run_1/wires.png
Scale bar: 20 um.
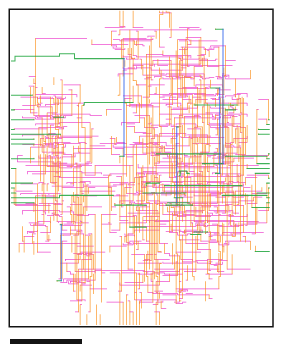
run_1/congestion.png
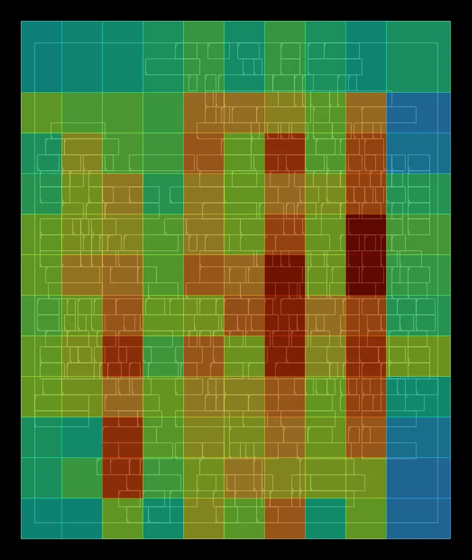
run_1/metal_density.png
Scale bar: 20 um. The die is cut into 15 by 18 equal tiles; dark blue is low, red is high, scaled to the fullest tile. Values are wire area over tile area, all layers added.
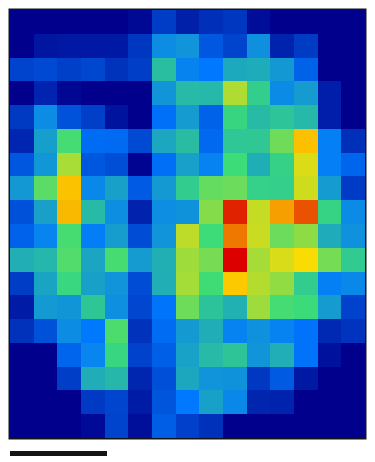
run_1/placement_by_type.png
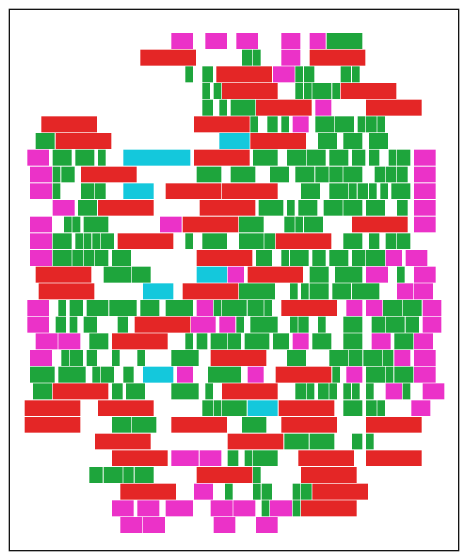
--- config.mk ---
export PLATFORM = sky130hd
export DESIGN_NAME = hazard_ctrl
export DESIGN_NICKNAME = d
export VERILOG_FILES = /design/src/rtl/hazard_ctrl.sv
export SDC_FILE = /design/constraint.sdc
export NUM_CORES = 1
export LEC_CHECK = 0
export CAP_MARGIN = 30
export CORE_AREA = 2 2 71 86
export CTS_CLUSTER_DIAMETER = 30
export DETAILED_ROUTE_END_ITERATION = 12
export DIE_AREA = 0 0 73 88
export PLACE_DENSITY = 0.83
export SLEW_MARGIN = 20
export SYNTH_ARGS = -nofsm -noshare
export SYNTH_HDL_FRONTEND = slang
export SYNTH_SLANG_ARGS = --single-unit
--- constraint.sdc ---
create_clock -name clk -period 5 [get_ports clk]
set_input_delay 1.5 -clock clk [delete_from_list [all_inputs] [get_ports clk]]
set_output_delay 1.5 -clock clk [all_outputs]
set_load 0.01 [all_outputs]
--- src/rtl/hazard_ctrl.sv ---
// -----------------------------------------------------------------------------
// hazard_ctrl
//
// Pipeline control unit for the 5-stage RV32 core (IF/ID/EX/MEM/WB).
// Produces per-stage enables plus stall, flush and bubble control. It tracks
// the register usage of in-flight instructions in three shadow stages
// (EX, MEM, WB) that advance in lock-step with the datapath pipeline registers.
// From those shadows it derives the EX operand-forwarding selects, the
// ID-stage regfile bypass selects and the data-hazard stall.
//
// Parameters
//   REG_ADDR_W  : register address width (x0 is hardwired zero)
//   FWD_EN      : 1 = forwarding, stall only on load-use
//                 0 = stall on any RAW against EX/MEM/WB
//   STALL_CNT_W : width of the saturating data-stall cycle counter
//
// Ports
//   clk, rst                    : clock (rising edge), async active-high reset
//   ext_stall                   : memory-wait freeze request
//   branch_taken                : branch/jump in EX resolved taken
//   id_valid                    : IF/ID holds a real instruction
//   id_rs1_addr, id_rs2_addr    : ID source register addresses
//   id_rs1_used, id_rs2_used    : ID instruction reads rs1 / rs2
//   id_rd_addr, id_rd_wr_en     : ID destination register and write enable
//   id_is_load                  : ID instruction is a load
//   pc_wr_en                    : PC may advance
//   if_id_wr_en, if_id_flush    : IF/ID load enable / clear to NOP
//   id_ex_bubble                : load NOP control into ID/EX
//   pipeline_advance            : ID/EX, EX/MEM, MEM/WB load enable
//   fwd_a_sel, fwd_b_sel        : EX operand mux selects (00 reg, 01 MEM, 10 WB)
//   id_byp_rs1, id_byp_rs2      : ID read takes the WB write data
//   stall_cycles                : saturating count of data-stall cycles
// -----------------------------------------------------------------------------
module hazard_ctrl #(
  parameter int REG_ADDR_W  = 5,
  parameter int FWD_EN      = 1,
  parameter int STALL_CNT_W = 16
) (
  input  logic                   clk,
  input  logic                   rst,
  input  logic                   ext_stall,
  input  logic                   branch_taken,
  input  logic                   id_valid,
  input  logic [REG_ADDR_W-1:0]  id_rs1_addr,
  input  logic [REG_ADDR_W-1:0]  id_rs2_addr,
  input  logic                   id_rs1_used,
  input  logic                   id_rs2_used,
  input  logic [REG_ADDR_W-1:0]  id_rd_addr,
  input  logic                   id_rd_wr_en,
  input  logic                   id_is_load,
  output logic                   pc_wr_en,
  output logic                   if_id_wr_en,
  output logic                   if_id_flush,
  output logic                   id_ex_bubble,
  output logic                   pipeline_advance,
  output logic [1:0]             fwd_a_sel,
  output logic [1:0]             fwd_b_sel,
  output logic                   id_byp_rs1,
  output logic                   id_byp_rs2,
  output logic [STALL_CNT_W-1:0] stall_cycles
);

  // Register-usage record of one in-flight instruction.
  typedef struct packed {
    logic                  valid;
    logic [REG_ADDR_W-1:0] rd;
    logic                  wr_en;
    logic                  is_load;
    logic [REG_ADDR_W-1:0] rs1;
    logic [REG_ADDR_W-1:0] rs2;
    logic                  rs1_used;
    logic                  rs2_used;
  } shadow_t;

  // Control mode of the current cycle, in priority order.
  typedef enum logic [1:0] {
    MODE_RUN    = 2'd0,
    MODE_STALL  = 2'd1,
    MODE_BRANCH = 2'd2,
    MODE_FREEZE = 2'd3
  } mode_e;

  localparam int                     SHADOW_W   = $bits(shadow_t);
  localparam shadow_t                SHADOW_NOP = {SHADOW_W{1'b0}};
  localparam logic [REG_ADDR_W-1:0]  REG_ZERO   = {REG_ADDR_W{1'b0}};
  localparam logic [STALL_CNT_W-1:0] CNT_MAX    = {STALL_CNT_W{1'b1}};
  localparam logic [STALL_CNT_W-1:0] CNT_ONE    = {{(STALL_CNT_W-1){1'b0}}, 1'b1};

  localparam logic [1:0] FWD_NONE = 2'b00;
  localparam logic [1:0] FWD_MEM  = 2'b01;
  localparam logic [1:0] FWD_WB   = 2'b10;

  shadow_t                ex_sh;
  shadow_t                mem_sh;
  shadow_t                wb_sh;
  shadow_t                id_sh;
  shadow_t                ex_next;
  mode_e                  mode;
  logic                   ex_hit;
  logic                   mem_hit;
  logic                   wb_hit;
  logic                   data_stall;
  logic [STALL_CNT_W-1:0] stall_cnt;
  logic                   unused_shadow_bits;

  // A stage produces a result for addr only if it really writes a non-x0 register.
  function automatic logic writes_to(input shadow_t s, input logic [REG_ADDR_W-1:0] addr);
    writes_to = s.valid & s.wr_en & (s.rd != REG_ZERO) & (s.rd == addr);
  endfunction

  // ID instruction reads a register that stage s is going to write.
  function automatic logic id_reads_from(input shadow_t s);
    id_reads_from = (id_rs1_used & writes_to(s, id_rs1_addr)) |
                    (id_rs2_used & writes_to(s, id_rs2_addr));
  endfunction

  // Forward source for one EX operand: the younger MEM result beats WB.
  function automatic logic [1:0] fwd_select(input logic                  used,
                                            input logic [REG_ADDR_W-1:0] src);
    logic [1:0] sel;
    sel = FWD_NONE;
    if (used && writes_to(mem_sh, src)) begin
      sel = FWD_MEM;
    end else if (used && writes_to(wb_sh, src)) begin
      sel = FWD_WB;
    end else begin
      sel = FWD_NONE;
    end
    return sel;
  endfunction

  // Gather the ID-stage fields into a shadow record.
  always_comb begin
    id_sh          = SHADOW_NOP;
    id_sh.valid    = id_valid;
    id_sh.rd       = id_rd_addr;
    id_sh.wr_en    = id_rd_wr_en;
    id_sh.is_load  = id_is_load;
    id_sh.rs1      = id_rs1_addr;
    id_sh.rs2      = id_rs2_addr;
    id_sh.rs1_used = id_rs1_used;
    id_sh.rs2_used = id_rs2_used;
  end

  // RAW hazard detection between ID and the in-flight stages.
  always_comb begin
    ex_hit  = id_reads_from(ex_sh);
    mem_hit = id_reads_from(mem_sh);
    wb_hit  = id_reads_from(wb_sh);
    if (FWD_EN != 0) begin
      // Only a load in EX cannot be forwarded in time.
      data_stall = id_valid & ex_hit & ex_sh.is_load;
    end else begin
      data_stall = id_valid & (ex_hit | mem_hit | wb_hit);
    end
  end

  // Resolve the control mode by priority: ext_stall > branch > data stall.
  always_comb begin
    mode = MODE_RUN;
    if (rst || ext_stall) begin
      mode = MODE_FREEZE;
    end else if (branch_taken) begin
      mode = MODE_BRANCH;
    end else if (data_stall) begin
      mode = MODE_STALL;
    end else begin
      mode = MODE_RUN;
    end
  end

  // Pipeline enables, flush/bubble and the next EX shadow for each mode.
  always_comb begin
    pc_wr_en         = 1'b0;
    if_id_wr_en      = 1'b0;
    if_id_flush      = 1'b0;
    id_ex_bubble     = 1'b0;
    pipeline_advance = 1'b0;
    ex_next          = SHADOW_NOP;
    case (mode)
      MODE_RUN: begin
        pc_wr_en         = 1'b1;
        if_id_wr_en      = 1'b1;
        pipeline_advance = 1'b1;
        ex_next          = id_sh;
      end
      MODE_STALL: begin
        // Hold PC and IF/ID, push a bubble so the producer moves on.
        id_ex_bubble     = 1'b1;
        pipeline_advance = 1'b1;
      end
      MODE_BRANCH: begin
        // Wrong-path instruction in IF/ID is squashed by the flush.
        pc_wr_en         = 1'b1;
        if_id_wr_en      = 1'b1;
        if_id_flush      = 1'b1;
        id_ex_bubble     = 1'b1;
        pipeline_advance = 1'b1;
      end
      MODE_FREEZE: begin
        pipeline_advance = 1'b0;
      end
      default: begin
        pipeline_advance = 1'b0;
      end
    endcase
  end

  // Operand forwarding and ID bypass selects, forced to zero during reset.
  always_comb begin
    fwd_a_sel  = FWD_NONE;
    fwd_b_sel  = FWD_NONE;
    id_byp_rs1 = 1'b0;
    id_byp_rs2 = 1'b0;
    if (rst) begin
      fwd_a_sel  = FWD_NONE;
      fwd_b_sel  = FWD_NONE;
    end else begin
      if (FWD_EN != 0) begin
        fwd_a_sel = fwd_select(ex_sh.rs1_used, ex_sh.rs1);
        fwd_b_sel = fwd_select(ex_sh.rs2_used, ex_sh.rs2);
      end else begin
        fwd_a_sel = FWD_NONE;
        fwd_b_sel = FWD_NONE;
      end
      // Regfile writes at the same edge ID reads, so WB data must bypass.
      id_byp_rs1 = id_rs1_used & writes_to(wb_sh, id_rs1_addr);
      id_byp_rs2 = id_rs2_used & writes_to(wb_sh, id_rs2_addr);
    end
  end

  // Shadow stages advance with the datapath pipeline registers.
  always_ff @(posedge clk or posedge rst) begin
    if (rst) begin
      ex_sh  <= SHADOW_NOP;
      mem_sh <= SHADOW_NOP;
      wb_sh  <= SHADOW_NOP;
    end else if (pipeline_advance) begin
      ex_sh  <= ex_next;
      mem_sh <= ex_sh;
      wb_sh  <= mem_sh;
    end else begin
      ex_sh  <= ex_sh;
      mem_sh <= mem_sh;
      wb_sh  <= wb_sh;
    end
  end

  // Saturating count of cycles lost to data hazards.
  always_ff @(posedge clk or posedge rst) begin
    if (rst) begin
      stall_cnt <= {STALL_CNT_W{1'b0}};
    end else if ((mode == MODE_STALL) && (stall_cnt != CNT_MAX)) begin
      stall_cnt <= stall_cnt + CNT_ONE;
    end else begin
      stall_cnt <= stall_cnt;
    end
  end

  assign stall_cycles = stall_cnt;

  // Source fields of MEM/WB only matter in EX; keep them for debug visibility.
  assign unused_shadow_bits = ^{mem_sh, wb_sh};

endmodule

==> Changelog: implementation, run 1 <==
## Implementation

- Commonest Layout Cell: nand2_1
- Syn. warnings: 0
- Cell Count, Final, Fillers Out: 398
- Met1 WL: 2.800 mm
- ANT nets after route: 0
- Setup-failing EPs final: 0
- GR Util met2: 37.02%
- MaxCap Viol Count: 0
- Multi-input comb cells: 206
- R2R depth: 12
- Hold Crit Start: ex_sh[12]$_DFFE_PP0P_
- Total grt overflow: 0
- DIE AREA: 6424 um^2
- P_int: 678.3 uW
- Seq_cells: 50
- Most common cell in the synthesized netlist: nand2_1
- Clk cell area share: 3.222%
- Yosys stat area: 2716 um^2
- Post-CTS Setup Inserts: 1
- Post-synth EDFFs: 0
- Layout cell share with drive strength beyond 1: 15.27%
- Max_slew headroom: 46.84%
- Setup crit start: id_rs1_addr[0]
- Inverter count: 5
- Terminus of the critical flop-to-flop path: stall_cycles[8]$_DFFE_PP0P_
- Hold depth: 2
- MUX area fraction: 6.218%
- Largest net degree at the start of global routing: 55
- Met3 WL: 326 um
- Vias in the first global route: 2251
- Register share after synthesis: 46.06%
- Cell taking the most area after synthesis: dfrtp_1
- Syn_nets: 304
- Die Wd: 73 um
- Combinational gate area: 1416 um^2
- Worst EP required: 3500 ps
- CP Launch Type: input pin
- Via density per instance: 5.603
- Clock Tree Root: clkbuf_8
- Biggest register: ex_sh
- Std-Cell Core Area: 5593 um^2
- Mean Syn Cell Area: 9.878 um^2
- Fa+ha+maj area frac: 2.303%
- Final worst setup slack: 143.6 ps
- Peak supply drop: 217.8 uV
- CP Capture Point: pipeline_advance
- RSZ-0062 raised after global routing: no
- Seq area share: 35.80%
- Synthesized registers: 50
- Fillers: 469
- Worst r2r src: ex_sh[16]$_DFFE_PP0P_
- CTS Hold Bufs: 0
- Outcome: completed
- Remaining DRCs: 0
- CP Buf/Inv Count: 3
- Worst path slowest cell: clkdlybuf4s50_1
- Clock skew: 8.161 ps
- Pre-CTS WS: -360.7 ps
- Post-synth ARST share: 100.0%
- Post-Place Cells: 390
- Clock power frac: 31.9%
- Ant. Diodes: 0
- TritonCTS clock tree: done
- Cell Chain, Critical Path: clkdlybuf4s50_1, xor2_1, nor4_2, a31oi_2, o41ai_2, ha_2, inv_1, dlygate4sd2_1
- Final hold vios: 0
- Vias post-DR: 2230
- Comb area share: 40.53%
- Clock buf count: 6
- Worst hold margin: 495.8 ps
- Clock-pin slew on the worst setup and hold paths: 90 ps
Back to the opening pictures, wires.png:
legend:
  magenta:
    layer: metal 1
    wire_length: 2800 um
  green:
    layer: metal 3
    wire_length: 327 um
  orange:
    layer: metal 2
    wire_length: 3230 um
  blue:
    layer: metal 4
    wire_length: 125 um

Back to the opening pictures, congestion.png:
wire per inst: 16.28 um
GR peak layer: met2
final core occ: 62.48%
grt met1 use: 27.35%

Back to the opening pictures, metal_density.png:
densest ninth of the die: middle right
mean over tiles: 0.16
fullest tile: 0.58
emptiest ninth of the die: upper left

Back to the opening pictures, placement_by_type.png:
legend:
  green:
    class: combinational and other logic
    cells: 211
  red:
    class: flops
    cells: 50
  cyan:
    class: clock drivers and dummy loads
    cells: 7
  magenta:
    class: other buffers and delay cells
    cells: 66

==> inputs of run 2 (changes only) <==
--- a/config.mk
+++ b/config.mk
@@ -6,11 +6,11 @@
 export NUM_CORES = 1
 export LEC_CHECK = 0
 export CAP_MARGIN = 30
-export CORE_AREA = 2 2 71 86
+export CORE_AREA = 2 2 69 85
 export CTS_CLUSTER_DIAMETER = 30
 export DETAILED_ROUTE_END_ITERATION = 12
-export DIE_AREA = 0 0 73 88
-export PLACE_DENSITY = 0.83
+export DIE_AREA = 0 0 71 87
+export PLACE_DENSITY = 0.86
 export SLEW_MARGIN = 20
 export SYNTH_ARGS = -nofsm -noshare
 export SYNTH_HDL_FRONTEND = slang
run_2/placement_by_type.png
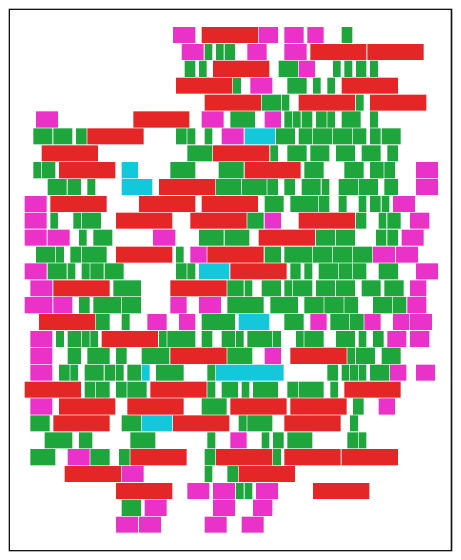
legend:
  magenta:
    class: other buffers and delay cells
    cells: 65
  green:
    class: combinational and other logic
    cells: 211
  cyan:
    class: clock drivers and dummy loads
    cells: 8
  red:
    class: flops
    cells: 50

==> run 2 against run 1 <==
  * Clock power fell by 2%
  * Clock-buffer cell count did not move
  * Register-to-register slack improved by 20 ps
  * Maximum frequency fell by 0.63%
  * Final area fell by 0.68%
  * Global-route usage rose by 0.80 points
  * Routed wire length rose by 2.4%
  * Synthesized area did not move
  * Total power fell by 0.60%
  * Die size fell by 3.8%
  * Critical path type unchanged
  * Highest routed layer unchanged
==> Changelog: implementation, run 2 <==
## Implementation

- Syn_nets: 304
- Biggest register: ex_sh
- Grt met1 use: 26.64%
- Clock buf count: 6
- Met3 WL: 473 um
- Std-Cell Core Area: 5443 um^2
- RSZ-0062 raised after global routing: no
- Post-synth EDFFs: 0
- MUX area fraction: 6.218%
- Worst r2r src: ex_sh[17]$_DFFE_PP0P_
- 1st-pass router iterations: 4
- Worst path slowest cell: clkdlybuf4s50_1
- Clock-pin slew on the worst setup and hold paths: 90 ps
- CP Capture Point: id_byp_rs1
- CP Buf/Inv Count: 4
- Register share after synthesis: 46.06%
- Fa+ha+maj area frac: 2.303%
- Cell Count, Final, Fillers Out: 398
- Cell taking the most area after synthesis: dfrtp_1
- Layout cell share with drive strength beyond 1: 14.37%
- Synthesized registers: 50
- Worst EP required: 3500 ps
- R2R setup slack: 2140 ps
- ANT nets after route: 0
- DIE AREA: 6177 um^2
- TritonCTS clock tree: done
- Commonest Layout Cell: nand2_1
- Met1 WL: 2.539 mm
- Total grt overflow: 0
- Terminus of the critical flop-to-flop path: stall_cycles[14]$_DFFE_PP0P_
- Setup-failing EPs final: 0
- Most common cell in the synthesized netlist: nand2_1
- CP Launch Type: input pin
- Combinational gate area: 1409 um^2
- Inverter count: 5
- Outcome: completed
- GR Util met2: 39.93%
- Clk cell area share: 3.172%
- Mean Syn Cell Area: 9.878 um^2
- Largest net degree at the start of global routing: 55
- Setup crit start: rst
- Via density per instance: 5.658
- Clock skew: 14.77 ps
- MaxCap Viol Count: 0
- Hold Crit Start: stall_cycles[15]$_DFFE_PP0P_
- Post-Place Cells: 389
- GR peak layer: met2
- Multi-input comb cells: 206
- Met2 wire length: 3.487 mm
- R2R depth: 12
- Post-CTS Setup Inserts: 1
- Remaining DRCs: 0
- Cell Area, Synth: 2716 um^2
- Peak supply drop: 307.2 uV
- Hold depth: 1
- Cell Chain, Critical Path: clkdlybuf4s50_1, buf_4, inv_2, o2111ai_1, nor3_1, clkdlybuf4s50_1
- Max_slew headroom: 45.51%
- Pre-CTS WS: -359.9 ps
- Vias post-DR: 2252
- Seq_cells: 50
- Post-synth ARST share: 100.0%
- Comb area share: 40.59%
- Clock power frac: 31.4%
- Worst hold margin: 529.0 ps
- Syn. warnings: 0
- P_int: 665.9 uW
- Final core occ: 63.77%
- Clock Tree Root: clkbuf_8
- Vias in the first global route: 2323
- Ant. Diodes: 0
- CTS Hold Bufs: 0
run_2/wires.png
Scale bar: 20 um.
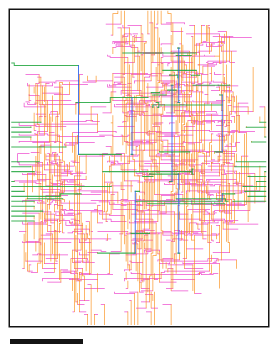
legend:
  orange:
    layer: metal 2
    wire_length: 3490 um
  magenta:
    layer: metal 1
    wire_length: 2540 um
  blue:
    layer: metal 4
    wire_length: 138 um
  green:
    layer: metal 3
    wire_length: 474 um

Power is estimated from default activity; no workload was simulated.
